==> run_1/port_trees.png <==
Scale bar: 50 um.
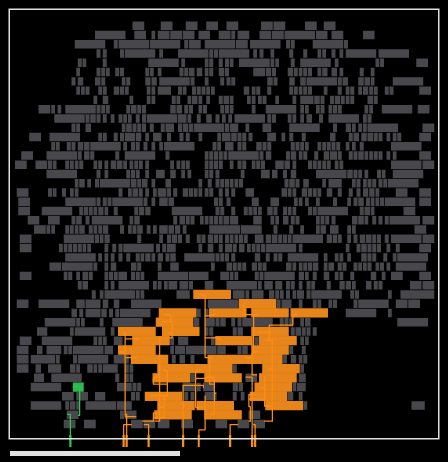
==> run_1/congestion_map.png <==
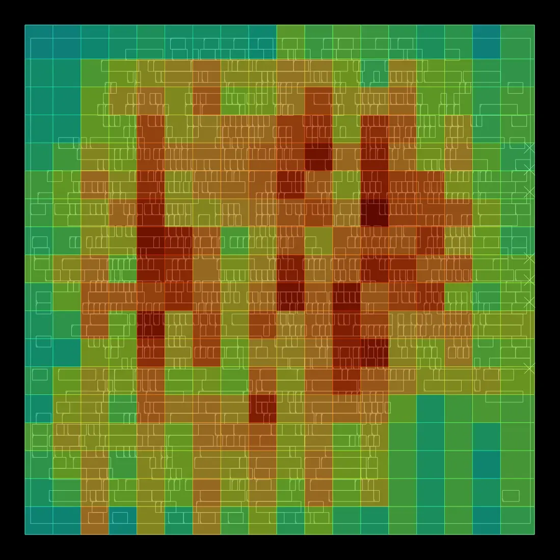
==> run_1/util_map.png <==
Scale bar: 50 um. 13 x 13 tiles, from black (low) to pale yellow (high), 0 to 100% covered.
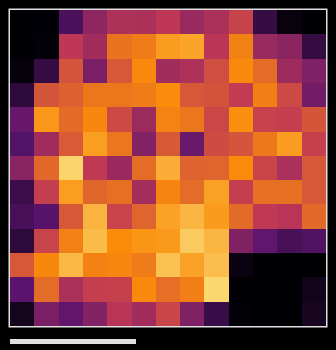
==> run_1/class_map.png <==
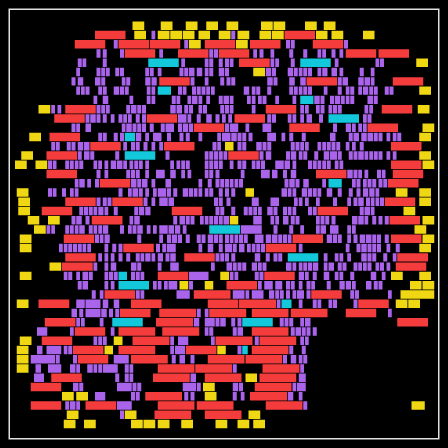
--- config.mk ---
export PLATFORM = sky130hd
export DESIGN_NAME = pin_cmd_scheduler
export DESIGN_NICKNAME = d
export VERILOG_FILES = /design/src/rtl/pin_cmd_scheduler.sv
export SDC_FILE = /design/constraint.sdc
export NUM_CORES = 1
export LEC_CHECK = 0
export ABC_AREA = 1
export CAP_MARGIN = 20
export CORE_UTILIZATION = 45
export CTS_CLUSTER_SIZE = 14
export DETAILED_ROUTE_END_ITERATION = 12
export PLACE_DENSITY = 0.73
export SLEW_MARGIN = 40
export SYNTH_ARGS = -nofsm -noshare
export SYNTH_HDL_FRONTEND = slang
export SYNTH_SLANG_ARGS = --single-unit
--- constraint.sdc ---
create_clock -name CLK -period 4.15 [get_ports CLK]
set_input_delay 0.83 -clock CLK [delete_from_list [all_inputs] [get_ports CLK]]
set_output_delay 0.83 -clock CLK [all_outputs]
set_load 0.01 [all_outputs]
--- src/rtl/pin_cmd_scheduler.sv ---
// Queues SPI pin commands in a small FIFO and applies them to the 64-bit pin
// register one at a time, each followed by a fixed HOLD interval.
module pin_cmd_scheduler #(
   parameter int DEPTH       = 4,
   parameter int HOLD_CYCLES = 8
) (
   input  logic                   CLK,
   input  logic                   RST_N,
   input  logic                   cmd_valid,
   input  logic [7:0]             cmd_byte,
   output logic                   cmd_ready,
   input  logic                   en,
   input  logic                   ovf_clr,
   output logic [63:0]            pins,
   output logic                   applied,
   output logic                   busy,
   output logic                   overflow,
   output logic [$clog2(DEPTH):0] level
);
   localparam int AW = $clog2(DEPTH);
   localparam int CW = (HOLD_CYCLES > 1) ? $clog2(HOLD_CYCLES) : 1;
   localparam logic [AW:0]   FULL      = (AW+1)'(DEPTH);
   localparam logic [CW-1:0] HOLD_LOAD = CW'(HOLD_CYCLES - 1);

   typedef enum logic [1:0] {S_IDLE, S_APPLY, S_HOLD} state_t;

   state_t        state_q;
   logic [CW-1:0] hold_q;
   logic [AW-1:0] rd_q, wr_q;
   logic [AW:0]   level_q, level_d;
   logic [63:0]   pins_q, pins_d;
   logic          applied_q;
   logic          overflow_q;
   logic [7:0]    mem_q [DEPTH];
   logic          push, pop;

   function automatic logic [63:0] apply_cmd(input logic [63:0] p, input logic [7:0] c);
      logic [63:0] r;
      r = p;
      case (c[7:6])
         2'b00:   r[c[5:0]] = ~p[c[5:0]];
         2'b01:   r[c[5:0]] = 1'b1;
         2'b10:   r[c[5:0]] = 1'b0;
         default: r = '0;
      endcase
      return r;
   endfunction

   assign cmd_ready = (level_q != FULL);
   assign push      = cmd_valid && cmd_ready;
   assign pop       = (state_q == S_APPLY);
   assign pins_d    = apply_cmd(pins_q, mem_q[rd_q]);

   always_comb begin
      level_d = level_q;
      if (push && !pop)
         level_d = level_q + 1'b1;
      else if (!push && pop)
         level_d = level_q - 1'b1;
   end

   // Payload storage carries no reset; only pointers and occupancy define validity.
   always_ff @(posedge CLK) begin
      if (push)
         mem_q[wr_q] <= cmd_byte;
   end

   always_ff @(posedge CLK or negedge RST_N) begin
      if (!RST_N) begin
         state_q    <= S_IDLE;
         hold_q     <= '0;
         rd_q       <= '0;
         wr_q       <= '0;
         level_q    <= '0;
         pins_q     <= '0;
         applied_q  <= 1'b0;
         overflow_q <= 1'b0;
      end else begin
         applied_q <= 1'b0;
         level_q   <= level_d;
         if (push)
            wr_q <= wr_q + 1'b1;
         if (cmd_valid && !cmd_ready)
            overflow_q <= 1'b1;
         else if (ovf_clr)
            overflow_q <= 1'b0;
         case (state_q)
            S_IDLE: begin
               if (en && (level_q != '0))
                  state_q <= S_APPLY;
            end
            S_APPLY: begin
               rd_q      <= rd_q + 1'b1;
               pins_q    <= pins_d;
               applied_q <= 1'b1;
               hold_q    <= HOLD_LOAD;
               state_q   <= S_HOLD;
            end
            S_HOLD: begin
               if (hold_q == '0)
                  state_q <= S_IDLE;
               else
                  hold_q <= hold_q - 1'b1;
            end
            default: state_q <= S_IDLE;
         endcase
      end
   end

   assign pins     = pins_q;
   assign applied  = applied_q;
   assign overflow = overflow_q;
   assign level    = level_q;
   assign busy     = (state_q != S_IDLE) || (level_q != '0);

endmodule

==> deck_impl_summary.md, run 1 <==
Implementation Results

Setup path
  – FF-to-FF path depth: 16
  – CP peak stage delay: 0.55 ns
  – Slowest-stage cell, CP: buf_4
  – CP Data Arrival Time: ~3.7 ns
  – Critical Path End Type: register
  – R2R Path End: pins[36]
  – Worst path required time: about 4.4 ns
  – Critical Path Sink: pins[36]

GRT
  – Gr usage total: approximately 24%
  – Global route overflow: 0
  – Met1 global-route usage: between 30% and 40%

Yosys
  – Dominant register cell: dfrtp_1
  – Ys cells: 1031
  – Commonest cells in the netlist: nand2_1, nor2_1, inv_1
  – Post-Synthesis Cell Area: between 6000 and 7000 um2
  – Yosys synthesis chip area: 6880 um2
  – Yosys Warn Count: 0
  – Syn Inst Count: roughly 1000
  – Synth async-reset ratio: 70.9%
  – Ys flops: approximately 110
  – Count leader, synth: nand2_1

Place
  – Final Wtd Congestion: about 0.85
  – Port buffer count: between 80 and 90

Status
  – Status: finished with violations
  – Failing checks: DRC

Final layout
  – Signal buffers: ~93
  – Max reg flops: 64
  – # fillers: roughly 1400
  – Ant diodes: 0
  – Register Area: roughly 3000 um2
  – Nets: 1112

Routing
  – DR WL/cell: ~14 um
  – Detailed Route WL: about 18000 um
  – Residual DRC count: 7
  – Routed Antenna Nets: 0

Power and ir drop
  – Total power: approximately 0.0073 W
  – Combinational power: ~0.0046 W

STA
  – Hold Slack: a little under 0.3 ns
  – Hold Fails Final Rpt: 0

Job
  – Tool warnings: 30
  – MaxCap Viol Count: 0

Floorplanning
  – Area of the core: roughly 15000 um2
  – Initial Util: between 40 and 50%

CTS
  – Post-CTS sizing: 0
  – CTS Buf Count: 9
## Picture notes: port_trees.png
Key: green = cmd_valid [bits 1, direction input, edge bottom, end cells 2, buffers 1, wire 18.7 um]; orange = cmd_byte [bits 8, direction input, edge bottom, end cells 32, buffers 8, wire 386 um]

## Picture notes: congestion_map.png
met3 usage: 3.48%
GR peak layer: met2
GRT met2 Usage: 39.0%

## Picture notes: util_map.png
The emptiest ninth of the die: lower right. The densest ninth of the die: bottom center. 8.9% of the tiles are nearly empty. The fullest tile reaches 91%.

## Picture notes: class_map.png
Key: cyan = clock drivers and dummy loads [cells 16, share of their area 3.7%]; purple = remaining logic cells [cells 877, share of their area 48%]; yellow = remaining buffers and delay cells [cells 93, share of their area 12%]; red = registers [cells 110, share of their area 37%]
Final Cell Area: 8100 um2
Seq area share: 36.0%
utilization after layout: 54.9%
row cnt: 44

==> run_1/floorplan.png <==
Scale bar: 50 um. Pins as bars on the die edge.
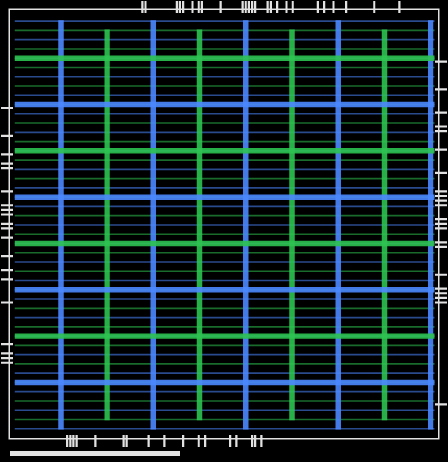

==> run 2, diff against run 1 <==
PLACE_DENSITY = 0.75   (was 0.73)
clock period = 3.1 ns   (was 4.15 ns; I/O delays follow)
==> run_2/floorplan.png <==
Scale bar: 50 um. Pins as bars on the die edge.
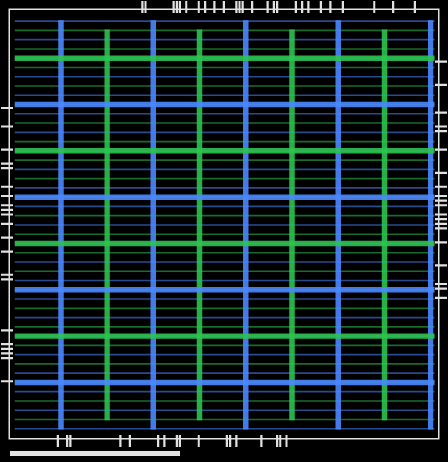
Key: green = VDD; blue = VSS
84 signal pins sit on the boundary. The core has 44 rows.

==> run_2/util_map.png <==
Scale bar: 50 um. 13 x 13 tiles, from black (low) to pale yellow (high), 0 to 100% covered.
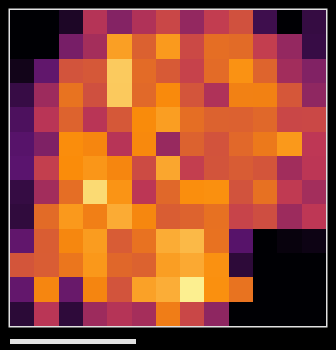
The fullest tile reaches 97%. 16% of the tiles are over 75% full. The mean over all tiles is 51%. 9.5% of the tiles are nearly empty.
utilization after layout: 55.7%
area of the core: 14800 um2

==> run 2 against run 1 <==
Net effect:
- critical path type unchanged
- synthesized cell count unchanged
- worst setup slack got worse by 0.35 ns
- critical endpoint is now pins[16]
- sequential power up 34%
- critical path depth is the same
- the flow still finishes with violations (DRC)
- clock power increased by 35%
- total power up 39%
- area after synthesis did not move
- non-clock buffer count grew 11
==> deck_impl_summary.md, run 2 <==
Implementation Results

GRT
  – Global route overflow: 0 (unchanged)
  – Largest net degree at the start of global routing: between 70 and 80
  – Gr usage total: 24.8% (+0.54 points)
  – Met1 global-route usage: 33.3% (-0.064 points)
  – Vias in the first global route: 6010
  – GR peak layer: met2
  – Met3 usage: 4.72% (+1.2 points)
  – GRT met2 Usage: 39.5% (+0.52 points)

Job
  – Tool warnings: 30 (unchanged)
  – MaxCap Viol Count: 0 (unchanged)

Place
  – Port buffer count: 83 (unchanged)
  – Final Wtd Congestion: 0.829 (-2.3%)

CTS
  – CTS Buf Count: 9 (unchanged)
  – Post-CTS setup buffer count: 0
  – Root Driver: clkbuf_16
  – Post-CTS sizing: 0 (unchanged)
  – H-tree depth: 3
  – Reg clk slew, reported paths: ~0.07 ns
  – Clk latency late pin: between 0.3 and 0.4 ns

Yosys
  – Ys flops: 110 (unchanged)
  – Yosys synthesis chip area: 6880 um2 (unchanged)
  – Synth async-reset ratio: 70.9% (unchanged)
  – Ys cells: 1031 (unchanged)
  – Simple share: ~34%
  – Commonest cells in the netlist: nand2_1, nor2_1, inv_1
  – Synth area leader: dfrtp_1
  – Count leader, synth: nand2_1
  – Dominant register cell: dfrtp_1
  – Biggest area cells: dfrtp_1, nand2_1, edfxtp_1
  – Yosys Warn Count: 0 (unchanged)
  – Syn avg cell area: around 6.7 um2
  – Syn Inst Count: 1031 (unchanged)
  – Post-Synthesis Cell Area: 6880 um2 (unchanged)

STA
  – Hold Fails Final Rpt: 0 (unchanged)
  – Fmax achieved: roughly 370 MHz
  – PnR worst setup slack: a little over 0.4 ns
  – Fin. max-slew vios: 0
  – Clk_skew: between 0.007 and 0.008 ns
  – Slew of the pin with the lowest slew margin: roughly 0.76 ns
  – Tcrit/Tclk final: 87.0%
  – Setup_tns: 0 ns
  – Hold Slack: 0.298 ns (+0.00837 ns)

Routing
  – Residual DRC count: 8 (+1)
  – Detailed Route WL: 18800 um (+2.1%)
  – M1 WL: 8170 um
  – DR top layer: met4
  – Starting DRT DRC Count: ~650
  – Routed Antenna Nets: 0 (unchanged)
  – Routed vias/inst: approximately 5.1
  – DR WL/cell: 14.6 um (+1.3%)
  – WL met3: roughly 1500 um

Floorplanning
  – IO Count: 84
  – Row cnt: 44 (unchanged)
  – Initial Util: 46.7% (unchanged)
  – Die height: about 130 um

Final layout
  – Comb area share: 39.1%
  – Ant diodes: 0 (unchanged)
  – Clk tree area frac: between 3 and 4%
  – Signal buffers: 104 (+12%)
  – Nets: 1123 (+0.99%)
  – Register Area: 2910 um2 (unchanged)
  – Multi-In Gates: ~740
  – Area Overhead vs Synth: 19.5%
  – # fillers: 1386 (-2.3%)
  – Commonest non-fill, non-tap cells in the layout: nand2_1, nor2_1, inv_1
  – Seq area share: 35.4% (-0.54 points)
  – Final Cell Area: 8220 um2 (+1.5%)
  – Max reg flops: 64 (unchanged)

Setup path
  – CP Data Arrival Time: 3.00 ns (-0.65 ns)
  – CP peak stage delay: 0.50 ns (-0.05 ns)
  – Critical Path Sink: pins[16]
  – R2R Path End: pins[16]
  – Worst path required time: 3.40 ns (-1.00 ns)
  – Worst Path Max Fanout: 37
  – Slowest-stage cell, CP: dfrtp_1
  – FF-to-FF path depth: 16 (unchanged)
  – CP Launch Type: register
  – Cell family with most CP delay: simple AND/OR/NAND/NOR gates
  – Critical Path End Type: register

Status
  – Status: finished with violations
  – Failing checks: DRC

Power and ir drop
  – Switching pwr: 0.00516 W
  – Peak supply drop: approximately 0.00057 V
  – Seq pwr: 0.00253 W
  – Combinational power: 0.00646 W (+41%)
  – Total power: 0.0102 W (+39%)
  – Main power group: combinational cells
==> run_2/congestion_map.png <==
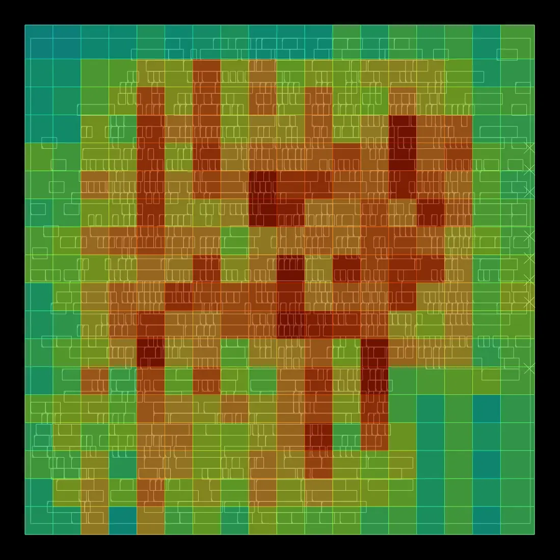

==> run 3, diff against run 2 <==
CAP_MARGIN = 0   (was 20)
PLACE_DENSITY = 0.76   (was 0.75)
==> run_3/congestion_map.png <==
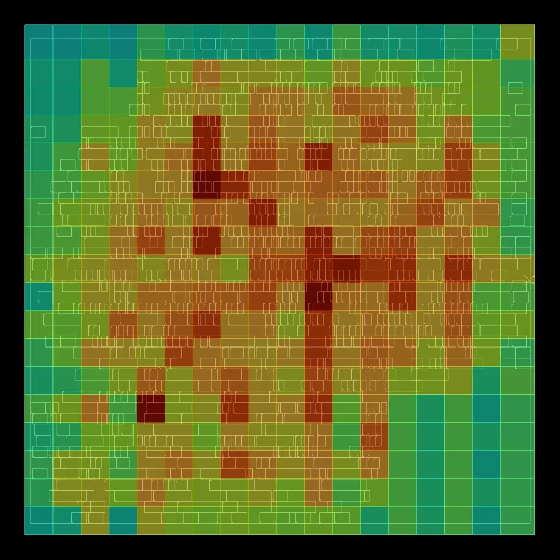
utilization after layout: 55.8%
GRT met2 Usage: 39.0%
DR WL/cell: 14.3 um

==> run 3 against run 2 <==
Net effect:
- the flow still finishes with violations (DRC)
- first-iteration DRC count up 12%
- die size unchanged
- critical path depth down 2
- final area up 0.15%
- critical endpoint is now pins[17]
==> deck_impl_summary.md, run 3 <==
Implementation Results

Status
  – Status: finished with violations
  – Failing checks: DRC

Routing
  – WL met3: 1290 um (-12%)
  – Residual DRC count: 1 (-7)
  – M1 WL: 8340 um (+2.0%)
  – Starting DRT DRC Count: 726 (+12%)

Floorplanning
  – IO Count: 84 (unchanged)

STA
  – Fmax achieved: 362 MHz (-2.4%)
  – Clk_skew: 0.0117 ns (+0.00379 ns)
  – Setup_tns: 0 ns (unchanged)
  – Fin. max-slew vios: 0 (unchanged)

GRT
  – Gr usage total: 24.7% (-0.081 points)
  – Largest net degree at the start of global routing: 79 (unchanged)
  – Met3 usage: 3.95% (-0.76 points)

Setup path
  – R2R Path End: pins[17]
  – Cell family with most CP delay: simple AND/OR/NAND/NOR gates
  – CP peak stage delay: 0.48 ns (-0.02 ns)
  – FF-to-FF path depth: 14 (-2)

Final layout
  – Ant diodes: 0 (unchanged)
  – Max reg flops: 64 (unchanged)
  – Multi-In Gates: 737 (unchanged)
  – Comb area share: 39.0% (-0.059 points)
  – Final Cell Area: 8240 um2 (+0.15%)

CTS
  – H-tree depth: 3 (unchanged)
  – Post-CTS sizing: 0 (unchanged)
  – Clk latency late pin: 0.37 ns (about the same)

Yosys
  – Yosys Warn Count: 0 (unchanged)
  – Syn avg cell area: 6.68 um2 (unchanged)
  – Synth async-reset ratio: 70.9% (unchanged)
  – Simple share: 34.3% (unchanged)
  – Ys cells: 1031 (unchanged)

Place
  – Final Wtd Congestion: 0.834 (+0.62%)

Power and ir drop
  – Combinational power: 0.00640 W (-0.9%)
  – Switching pwr: 0.00513 W (-0.50%)
  – Seq pwr: 0.00252 W (about the same)

Job
  – Tool warnings: 30 (unchanged)
  – MaxCap Viol Count: 0 (unchanged)
==> run_3/floorplan.png <==
Scale bar: 50 um. Pins as bars on the die edge.
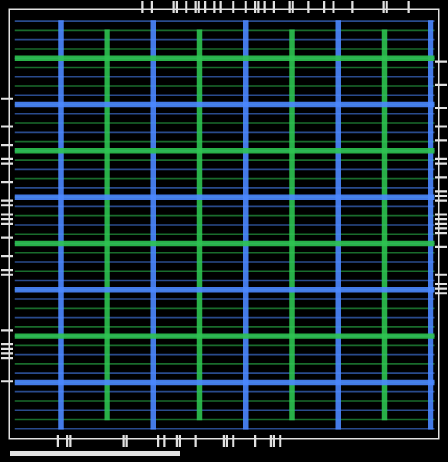
Key: blue = VSS; green = VDD
8 straps on met5. 45 met1 rails follow the rows. 84 signal pins sit on the boundary. The core has 44 rows.
die height: 126 um
Peak supply drop: 0.000764 V
die span in x: 126 um

No activity file was given, so power comes from the tool's default toggle rates.
